$ cat src/rtl/debounce_pkg.sv
// Shared definitions for the push-button debouncer: FSM state encoding and
// the default qualification length.
package debounce_pkg;

    // 10 ms of stable input at a 100 MHz clock.
    localparam int unsigned DEBOUNCE_CYCLES_DEFAULT = 32'd1000000;

    // Debounce FSM states. The MSB encodes the accepted level and the LSB
    // marks a qualification window in progress.
    typedef enum logic [1:0] {
        STABLE_LOW  = 2'b00,
        WAIT_HIGH   = 2'b01,
        STABLE_HIGH = 2'b10,
        WAIT_LOW    = 2'b11
    } db_state_t;

endpackage

$ cat src/rtl/sync_2ff.sv
// Two-flop synchronizer for a single asynchronous input. Both flops clear
// asynchronously on rst. Reusable for any slow asynchronous control input.
module sync_2ff (
    input  logic clk,
    input  logic rst,
    input  logic d,
    output logic q
);

    logic meta_r;

    // Two-stage capture of d into the clk domain; only q is safe to use.
    always_ff @(posedge clk or posedge rst) begin
        if (rst) begin
            meta_r <= 1'b0;
            q      <= 1'b0;
        end else begin
            meta_r <= d;
            q      <= meta_r;
        end
    end

endmodule

$ cat src/rtl/button_debounce.sv
// Push-button debouncer. The raw button is synchronized, then a four-state
// FSM accepts a level change only after DEBOUNCE_CYCLES consecutive equal
// samples. level, press and release_pulse are all registered. The release
// pulse output is called release_pulse because "release" is a reserved word.
module button_debounce
    import debounce_pkg::*;
#(
    parameter int unsigned DEBOUNCE_CYCLES = DEBOUNCE_CYCLES_DEFAULT
) (
    input  logic clk,
    input  logic rst,
    input  logic button,
    output logic level,
    output logic press,
    output logic release_pulse
);

    // DEBOUNCE_CYCLES >= 2, so CNT_W >= 1 and CNT_W bits hold DEBOUNCE_CYCLES-1.
    localparam int unsigned CNT_W = $clog2(DEBOUNCE_CYCLES);
    localparam logic [CNT_W-1:0] CNT_ZERO = {CNT_W{1'b0}};
    localparam logic [CNT_W-1:0] CNT_ONE  = {{(CNT_W-1){1'b0}}, 1'b1};
    localparam logic [CNT_W-1:0] CNT_LAST = CNT_W'(DEBOUNCE_CYCLES - 32'd1);

    logic              sync_s;
    db_state_t         state_r;
    logic [CNT_W-1:0]  cnt_r;

    sync_2ff u_sync (
        .clk (clk),
        .rst (rst),
        .d   (button),
        .q   (sync_s)
    );

    // Debounce FSM: qualify each departure from the accepted level and
    // emit a single-cycle press/release pulse on acceptance.
    always_ff @(posedge clk or posedge rst) begin
        if (rst) begin
            state_r       <= STABLE_LOW;
            cnt_r         <= CNT_ZERO;
            level         <= 1'b0;
            press         <= 1'b0;
            release_pulse <= 1'b0;
        end else begin
            // Pulses are only ever high for the one cycle they are set.
            press         <= 1'b0;
            release_pulse <= 1'b0;
            case (state_r)
                STABLE_LOW: begin
                    if (sync_s) begin
                        state_r <= WAIT_HIGH;
                        cnt_r   <= CNT_ZERO;
                    end else begin
                        state_r <= STABLE_LOW;
                    end
                end
                WAIT_HIGH: begin
                    if (!sync_s) begin
                        // Bounce: drop all progress, no pulse.
                        state_r <= STABLE_LOW;
                        cnt_r   <= CNT_ZERO;
                    end else if (cnt_r == CNT_LAST) begin
                        state_r <= STABLE_HIGH;
                        cnt_r   <= CNT_ZERO;
                        level   <= 1'b1;
                        press   <= 1'b1;
                    end else begin
                        cnt_r <= cnt_r + CNT_ONE;
                    end
                end
                STABLE_HIGH: begin
                    if (!sync_s) begin
                        state_r <= WAIT_LOW;
                        cnt_r   <= CNT_ZERO;
                    end else begin
                        state_r <= STABLE_HIGH;
                    end
                end
                WAIT_LOW: begin
                    if (sync_s) begin
                        // Bounce: drop all progress, no pulse.
                        state_r <= STABLE_HIGH;
                        cnt_r   <= CNT_ZERO;
                    end else if (cnt_r == CNT_LAST) begin
                        state_r       <= STABLE_LOW;
                        cnt_r         <= CNT_ZERO;
                        level         <= 1'b0;
                        release_pulse <= 1'b1;
                    end else begin
                        cnt_r <= cnt_r + CNT_ONE;
                    end
                end
                default: begin
                    // Unreachable encoding: recover to the safe low state.
                    state_r <= STABLE_LOW;
                    cnt_r   <= CNT_ZERO;
                    level   <= 1'b0;
                end
            endcase
        end
    end

endmodule

$ cat config.mk
export PLATFORM = sky130hd
export DESIGN_NAME = button_debounce
export DESIGN_NICKNAME = d
export VERILOG_FILES = /design/src/rtl/debounce_pkg.sv /design/src/rtl/sync_2ff.sv /design/src/rtl/button_debounce.sv
export SDC_FILE = /design/constraint.sdc
export NUM_CORES = 1
export LEC_CHECK = 0
export CAP_MARGIN = 10
export CORE_MARGIN = 8
export CORE_UTILIZATION = 35
export DETAILED_ROUTE_END_ITERATION = 7
export PLACE_DENSITY = 0.58
export REMOVE_ABC_BUFFERS = 1
export SLEW_MARGIN = 10
export SYNTH_ARGS = -nofsm -noshare
export SYNTH_HDL_FRONTEND = slang
export SYNTH_SLANG_ARGS = --single-unit
$ cat constraint.sdc
create_clock -name clk -period 6 [get_ports clk]
set_input_delay 0.6 -clock clk [delete_from_list [all_inputs] [get_ports clk]]
set_output_delay 0.6 -clock clk [all_outputs]
set_load 0.03 [all_outputs]
==> flow_results.xml, run 1 <==
<?xml version="1.0" encoding="UTF-8"?>
<metrics>
  <group name="outcome">
    <metric name="run_status" unit="">finished, final reports clean</metric>
  </group>
  <group name="logic_synthesis">
    <metric name="edf_count" unit="">0</metric>
    <metric name="synth-seq-area-share" unit="%">48.7</metric>
    <metric name="synth.cell_area" unit="um^2">1390</metric>
    <metric name="yosys.stat.chipArea" unit="um^2">1390</metric>
    <metric name="flop_cell" unit="">dfrtp_1</metric>
    <metric name="syn_inst" unit="">145</metric>
  </group>
  <group name="final_layout">
    <metric name="register_area" unit="um^2">676</metric>
    <metric name="multi_input_comb_area" unit="um^2">658</metric>
    <metric name="n_sequential_cell" unit="">27</metric>
    <metric name="layout.cells.most_common_list" unit="">27 x dfrtp_1, 16 x nand2_1, 12 x nor2_1</metric>
    <metric name="sh_comb_area" unit="%">43.8</metric>
    <metric name="syn2layout_area_growth" unit="%">8.48</metric>
    <metric name="mostFrequentLayoutCell" unit="">dfrtp_1</metric>
  </group>
  <group name="sta">
    <metric name="tightestPinTransition" unit="ns">1.03</metric>
    <metric name="finalHoldViolations" unit="">0</metric>
    <metric name="tns" unit="ns">0</metric>
    <metric name="fmaxAchievable" unit="MHz">477</metric>
    <metric name="timing.final.max_slew_violations" unit="">0</metric>
  </group>
  <group name="setup_path">
    <metric name="worst-path-max-fanout" unit="">16</metric>
    <metric name="endpoint" unit="">cnt_r[9]$_DFFE_PP0P_</metric>
    <metric name="worst-path-buf-inv" unit="">0</metric>
  </group>
  <group name="floorplanning">
    <metric name="pin_count" unit="">6</metric>
  </group>
  <group name="power_and_ir_drop">
    <metric name="power_density" unit="nW/um^2">207</metric>
  </group>
  <group name="cts">
    <metric name="cts_setup_buffers" unit="">0</metric>
    <metric name="cts.sink_count" unit="">27</metric>
  </group>
  <group name="flow_run">
    <metric name="max_cap_viol_count" unit="">0</metric>
  </group>
  <group name="global_route">
    <metric name="grt_pass1_wl" unit="um">4880</metric>
    <metric name="grt_overflow_total" unit="">0</metric>
  </group>
  <group name="route">
    <metric name="drtPass1Iterations" unit="">4</metric>
  </group>
  <group name="place">
    <metric name="numPlacedInstances" unit="">194</metric>
  </group>
  <group name="worst_hold_path">
    <metric name="hold_path_class" unit="">reg2reg</metric>
  </group>
</metrics>
-- run 1: per-layer routing --
layer / vias to the layer above / routed length [um] / GRT usage [%]
met5: - / 0 / 0
met4: 0 / 8 / 1.85
met3: 2 / 123 / 3.27
met2: 22 / 1330 / 17.2
met1: 511 / 1280 / 11.2
li1: 528 / - / -
-- run 1: report_power, final --
group	internal [mW]	switching, mW
logic	0.00590	0.0127
registers	0.186	0.00477
clock network	0.0466	0.0562
total	0.238	0.0736
-- run 1: kinds of logic (layout without fill, tap and decap cells) --
kind of cell               count (synthesis)  count (layout)  share of synthesized area, %
and+or+nand+nor                           67              67                          26.9
AOI/OAI and AO/OA                         34              34                          15.3
DFF                                       27              27                          48.7
buffers and inverters                      9              12                          3.79
xor gates and xnor gates                   7               7                          4.42
adders and majority gates                  1               1                         0.902
-- run 1: through the flow --
step	area, um^2	setup slack (ns)	total power [mW]
detailed placement	1460	3.90	0.213
finish	1500	3.90	0.312
global placement	1460	3.95	0.212
floorplan	1350	4.07	0.206
CTS	1500	3.89	0.315
global route	1500	3.75	0.325
-- run 1: cells in the mapped netlist (2+ instances only) --
library cell	n
a21oi_1	8
a22o_1	2
a31oi_1	7
and4_1	2
buf_2	2
buf_6	2
dfrtp_1	27
inv_1	3
nand2_1	16
nand2b_1	2
nand3_1	10
nand4_1	3
nor2_1	12
nor3_1	5
nor4_1	2
o211ai_1	2
o21ai_0	8
or3_1	2
or4_1	2
xnor2_1	2
xor2_1	5
-- run 1: state kept, by name (all words and copies together), names as in the netlist, named ones only --
register,count
state_r,1
u_sync.q,1
release_pulse,1
level,1
press,1
cnt_r,20
u_sync.meta_r,1
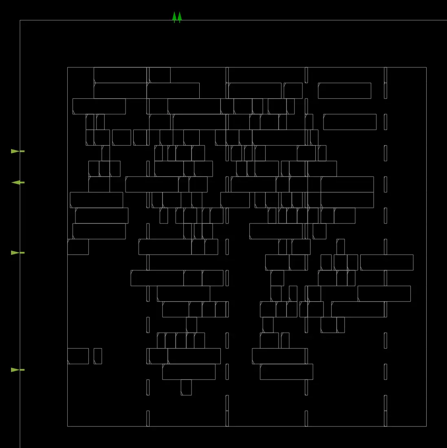
Run 1: placed standard cells
Finished Layout Cells: 198
core outline area: 3910 um^2
fraction of area in registers: 44.9%

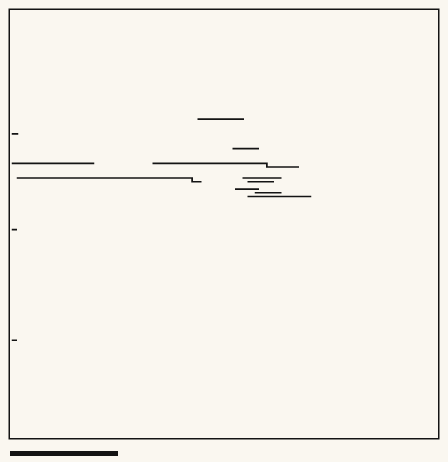
Run 1: the metal 3 layer
The bar under the picture is 20 um long.
- nets with wire on the layer: 11
- wire length on this layer: 124 um
- main direction: horizontal
- share of all routed wire: 4.5%

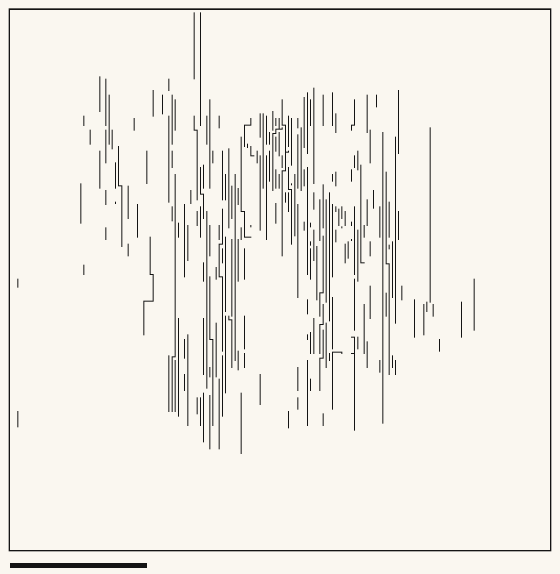
Run 1: M2 wires
The bar under the picture is 20 um long.
- main direction: vertical
- longest straight run: 42.5 um
- share of all routed wire: 49%
met2 usage: 17.2%
routed vias: 1063
WL final: 2740 um

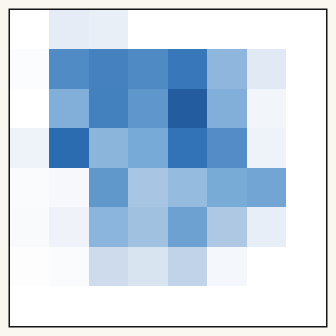
Run 1: cell area per tile
The die is cut into 8 by 8 equal tiles; white is low, dark blue is high, 0 to 100% covered.
- densest ninth of the die: middle
- nearly empty tiles: 38%
- tiles over 75% full: 3.1%
- mean over tiles: 23%
share of the core filled by cells before placement: 35.4%
final core utilization: 38.4%

==> inputs of run 2 (changes only) <==
clock period = 1.95 ns   (was 6 ns; I/O delays follow)
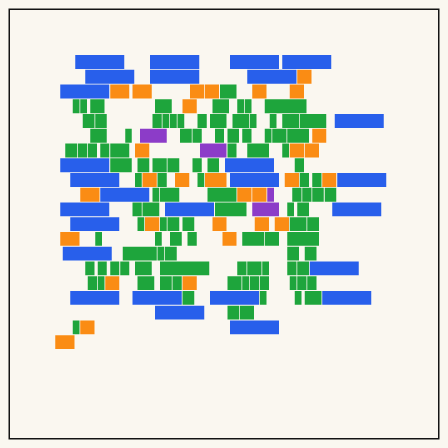
Run 2: cell classes on the final placement
- purple: clock drivers and dummy loads (cells 4; share of their area 2.6%)
- orange: remaining buffers and delay cells (cells 30; share of their area 14%)
- green: remaining logic cells (cells 112; share of their area 43%)
- blue: registers (cells 27; share of their area 40%)
number of rows created at floorplan: 23
final cell area excluding filler cells: 1770 um^2
final core utilization: 45.1%
fraction of area in registers: 38.3%

==> flow_results.xml, run 2 <==
<?xml version="1.0" encoding="UTF-8"?>
<metrics>
  <group name="logic_synthesis">
    <metric name="flop_cell" unit="">dfrtp_1</metric>
    <metric name="compound_area_share" unit="%">15.3</metric>
    <metric name="syn_inst" unit="">145</metric>
    <metric name="top_logic_kind" unit="">simple AND/OR/NAND/NOR gates</metric>
    <metric name="mux_area_share" unit="%">0</metric>
    <metric name="edf_count" unit="">0</metric>
    <metric name="yosys.stat.chipArea" unit="um^2">1390</metric>
    <metric name="synth-seq-area-share" unit="%">48.7</metric>
    <metric name="synth.cell_area" unit="um^2">1390</metric>
    <metric name="common_cells" unit="">27 x dfrtp_1, 16 x nand2_1, 12 x nor2_1, 10 x nand3_1</metric>
  </group>
  <group name="place">
    <metric name="numPlacedInstances" unit="">214</metric>
    <metric name="preCtsSetupSlack" unit="ns">-0.0897</metric>
    <metric name="placement.cell_area" unit="um^2">1610</metric>
  </group>
  <group name="final_layout">
    <metric name="layout.cells.most_common_list" unit="">27 x dfrtp_1, 24 x buf_4, 15 x nand2_1</metric>
    <metric name="layout.cells.non_filler" unit="">223</metric>
    <metric name="mostFrequentLayoutCell" unit="">dfrtp_1</metric>
  </group>
  <group name="power_and_ir_drop">
    <metric name="switching_share" unit="%">23.8</metric>
    <metric name="part_of_the_power_in_combinational_logic" unit="%">7.7</metric>
    <metric name="net_load_switching_power" unit="mW">0.234</metric>
    <metric name="total_power" unit="mW">0.984</metric>
  </group>
  <group name="route">
    <metric name="route.vias.total" unit="">1150</metric>
    <metric name="highest_layer_used_for_signal_routing" unit="">met4</metric>
    <metric name="met3WireLength" unit="um">86</metric>
    <metric name="postRouteWirelength" unit="um">3030</metric>
    <metric name="met1_length" unit="um">1490</metric>
  </group>
  <group name="flow_run">
    <metric name="max_cap_viol_count" unit="">0</metric>
  </group>
  <group name="global_route">
    <metric name="grt_use_met3" unit="%">2.93</metric>
    <metric name="grt.met1_usage" unit="%">12.9</metric>
  </group>
  <group name="floorplanning">
    <metric name="design.core.area" unit="um^2">3910</metric>
    <metric name="pin_count" unit="">6</metric>
  </group>
  <group name="sta">
    <metric name="finalHoldViolations" unit="">0</metric>
    <metric name="tightestPinTransition" unit="ns">0.483</metric>
  </group>
  <group name="cts">
    <metric name="cts_setup_buffers" unit="">2</metric>
    <metric name="cts.sink_count" unit="">27</metric>
  </group>
  <group name="outcome">
    <metric name="run_status" unit="">finished, final reports clean</metric>
  </group>
  <group name="setup_path">
    <metric name="worst-path-max-fanout" unit="">3</metric>
  </group>
</metrics>
run 2: cell types whose count changed in the layout (fill, tap and decap cells not counted), sizes merged:
cell,before,now
clkinv,1,0
clkbuf,3,4
buf,0,25
run 2: path summary, 6_finish.rpt:
kind,from,endpoint,cells after the start
max reg2reg,cnt_r[13]$_DFFE_PP0P_,level$_DFFE_PP0P_,7
min reg2reg,u_sync.meta_r$_DFF_PP0_,u_sync.q$_DFF_PP0_,0
min in group clk,button,u_sync.meta_r$_DFF_PP0_,1
max,cnt_r[13]$_DFFE_PP0P_,level$_DFFE_PP0P_,7
max in group asynchronous,rst,cnt_r[5]$_DFFE_PP0P_,3
min,rst,cnt_r[2]$_DFFE_PP0P_,3
run 2: critical path, cell delays in order (launching register included):
cell     delay, ns
dfrtp_1       0.39
or4_4         0.55
nor4_4        0.25
buf_4         0.18
buf_6         0.11
and3_4        0.18
a21oi_1       0.06
a21oi_1       0.11
run 2: power groups by stage:
| stage | combinational, mW | sequential [mW] | clock (mW) |
|---|---|---|---|
| after floorplan | 0.0409 | 0.594 | 0 |
| after global placement | 0.0686 | 0.596 | 0 |
| after detailed placement | 0.0702 | 0.596 | 0 |
| after CTS | 0.0714 | 0.586 | 0.335 |
| after global routing | 0.0853 | 0.592 | 0.360 |
| final | 0.0755 | 0.590 | 0.319 |
run 2: through the flow:
step,TNS [ns],util (%)
after global placement,0,41.1
final,0,45.1
after CTS,-0.000104,43.1
after global routing,-0.194,45.1
after detailed placement,-0.516,41.1
after floorplan,0,-
run 2: final cells by class:
type / count / area [um^2] / area share, %
inverters: 3 / 11.3 / 0.638
clock buffers: 4 / 45.0 / 2.55
well taps: 50 / 62.6 / 3.54
repair buffers: 30 / 241 / 13.7
multi-input cells: 109 / 729 / 41.3
flip-flops and latches: 27 / 676 / 38.3
Run 2, cell area per tile:
The die is cut into 8 by 8 equal tiles; white is low, dark blue is high, 0 to 100% covered.
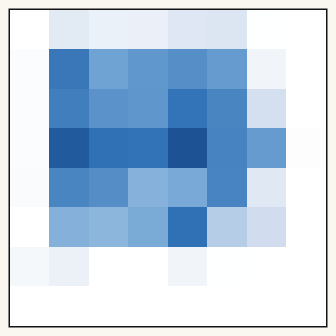

==> inputs of run 3 (changes only) <==
TNS_END_PERCENT = 1   (was unset)
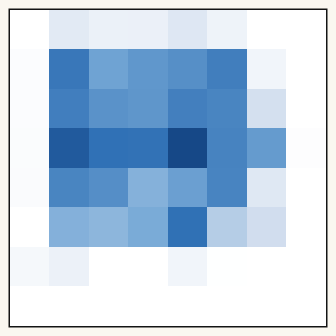
Run 3: cell area per tile
The die is cut into 8 by 8 equal tiles; white is low, dark blue is high, 0 to 100% covered.
- densest ninth of the die: middle
- tiles over 75% full: 3.1%
- fullest tile: 91%
- mean over tiles: 28%
final core utilization: 45.3%

==> flow_results.xml, run 3 <==
<?xml version="1.0" encoding="UTF-8"?>
<metrics>
  <group name="global_route">
    <metric name="grt.met1_usage" unit="%">12.9</metric>
    <metric name="grt_overflow_total" unit="">0</metric>
    <metric name="grt_pass1_wl" unit="um">5110</metric>
    <metric name="grt_busiest_layer" unit="">met2</metric>
  </group>
  <group name="sta">
    <metric name="finalHoldViolations" unit="">0</metric>
    <metric name="tightestPinTransition" unit="ns">0.462</metric>
    <metric name="fmaxAchievable" unit="MHz">522</metric>
    <metric name="tns" unit="ns">0</metric>
  </group>
  <group name="final_layout">
    <metric name="syn2layout_area_growth" unit="%">27.9</metric>
    <metric name="mostFrequentLayoutCell" unit="">dfrtp_1</metric>
    <metric name="top_register" unit="">cnt_r</metric>
    <metric name="layout.cells.most_common_list" unit="">27 x dfrtp_1, 23 x buf_4, 15 x nand2_1</metric>
    <metric name="largest_register_ff_count" unit="">20</metric>
  </group>
  <group name="logic_synthesis">
    <metric name="ys_sh_xor" unit="%">4.42</metric>
    <metric name="edf_count" unit="">0</metric>
    <metric name="syn_inst" unit="">145</metric>
    <metric name="mux_area_share" unit="%">0</metric>
    <metric name="compound_area_share" unit="%">15.3</metric>
    <metric name="flop_cell" unit="">dfrtp_1</metric>
    <metric name="synth-seq-area-share" unit="%">48.7</metric>
    <metric name="top_logic_kind" unit="">simple AND/OR/NAND/NOR gates</metric>
    <metric name="synthSimpleGateAreaFrac" unit="%">26.9</metric>
    <metric name="common_cells" unit="">27 x dfrtp_1, 16 x nand2_1, 12 x nor2_1, 10 x nand3_1</metric>
    <metric name="synth.most_common_cell" unit="">dfrtp_1</metric>
    <metric name="synthAdderAreaFrac" unit="%">0.903</metric>
    <metric name="yosys.stat.chipArea" unit="um^2">1390</metric>
  </group>
  <group name="place">
    <metric name="placement.cell_area" unit="um^2">1610</metric>
  </group>
  <group name="setup_path">
    <metric name="critical_path.cell_chain" unit="">or4_4 &gt; nor4_4 &gt; buf_6 &gt; buf_6 &gt; and3_4 &gt; a21oi_1 &gt; a21oi_1</metric>
    <metric name="r2r.worst_path.cells" unit="">7</metric>
    <metric name="worst-path-max-fanout" unit="">4</metric>
    <metric name="timing.rr.start" unit="">cnt_r[13]$_DFFE_PP0P_</metric>
    <metric name="worst-path-buf-inv" unit="">2</metric>
    <metric name="cp.depth" unit="">7</metric>
  </group>
  <group name="route">
    <metric name="postRouteWirelength" unit="um">3120</metric>
    <metric name="route.vias.total" unit="">1177</metric>
    <metric name="drtPass1Iterations" unit="">4</metric>
  </group>
  <group name="floorplanning">
    <metric name="rows" unit="">23</metric>
    <metric name="design.core.area" unit="um^2">3910</metric>
    <metric name="pin_count" unit="">6</metric>
  </group>
  <group name="cts">
    <metric name="cts.sink_count" unit="">27</metric>
  </group>
  <group name="power_and_ir_drop">
    <metric name="power_density" unit="nW/um^2">555</metric>
  </group>
  <group name="worst_hold_path">
    <metric name="hold_path_class" unit="">in2async</metric>
  </group>
  <group name="flow_run">
    <metric name="max_cap_viol_count" unit="">0</metric>
  </group>
  <group name="outcome">
    <metric name="run_status" unit="">finished, final reports clean</metric>
  </group>
</metrics>
## run 3: netlist changes by cell type in the layout (fill, tap and decap cells not counted), sizes merged
cell   change
a21oi      +1
## run 3: power breakdown
| group | internal (mW) | switching [mW] |
|---|---|---|
| clock | 0.146 | 0.171 |
| combinational | 0.0307 | 0.0452 |
| sequential | 0.572 | 0.0177 |
| total | 0.749 | 0.234 |
## run 3: per-stage QoR
| step | std cells | power [mW] | setup slack (ns) |
|---|---|---|---|
| after global routing | 224 | 1.04 | -0.0519 |
| final | 224 | 0.983 | 0.0342 |
| after detailed placement | 214 | 0.666 | -0.0897 |
| after floorplan | 139 | 0.635 | 0.0242 |
| after global placement | 214 | 0.665 | 0.00899 |
| after CTS | 219 | 0.992 | -0.0512 |
## run 3: logic make-up after synthesis
kind of cell	after synthesis
adders and majority gates	1
AOI/OAI and AO/OA	34
xor gates and xnor gates	7
and+or+nand+nor	67
DFF	27
buffers and inverters	9
## run 3: what timing repair did
| item | 4_1_cts | 5_1_grt |
|---|---|---|
| gates resized | 5 | 12 |
| hold buffers | 0 | 0 |
| setup endpoints to repair | 12 | 23 |
| pin swaps | 4 | 6 |
| buffers inserted | 1 | 4 |
| gates cloned | 0 | 1 |
## run 3: routing by layer
metal / share of wire (%) / vias up
met5: 0 / -
met4: 0.74 / 0
met3: 3.3 / 2
met2: 47 / 19
met1: 49 / 570
li1: - / 586
## run 3: final cells by class
cell class / count / area (um^2) / share of cell area [%]
multi-input combinational: 110 / 733 / 41.4
sequential: 27 / 676 / 38.1
inverter: 3 / 11.3 / 0.635
timing repair buffer: 30 / 245 / 13.8
tap: 50 / 62.6 / 3.53
clock buffer: 4 / 45.0 / 2.54
No activity file was given, so power comes from the tool's default toggle rates.
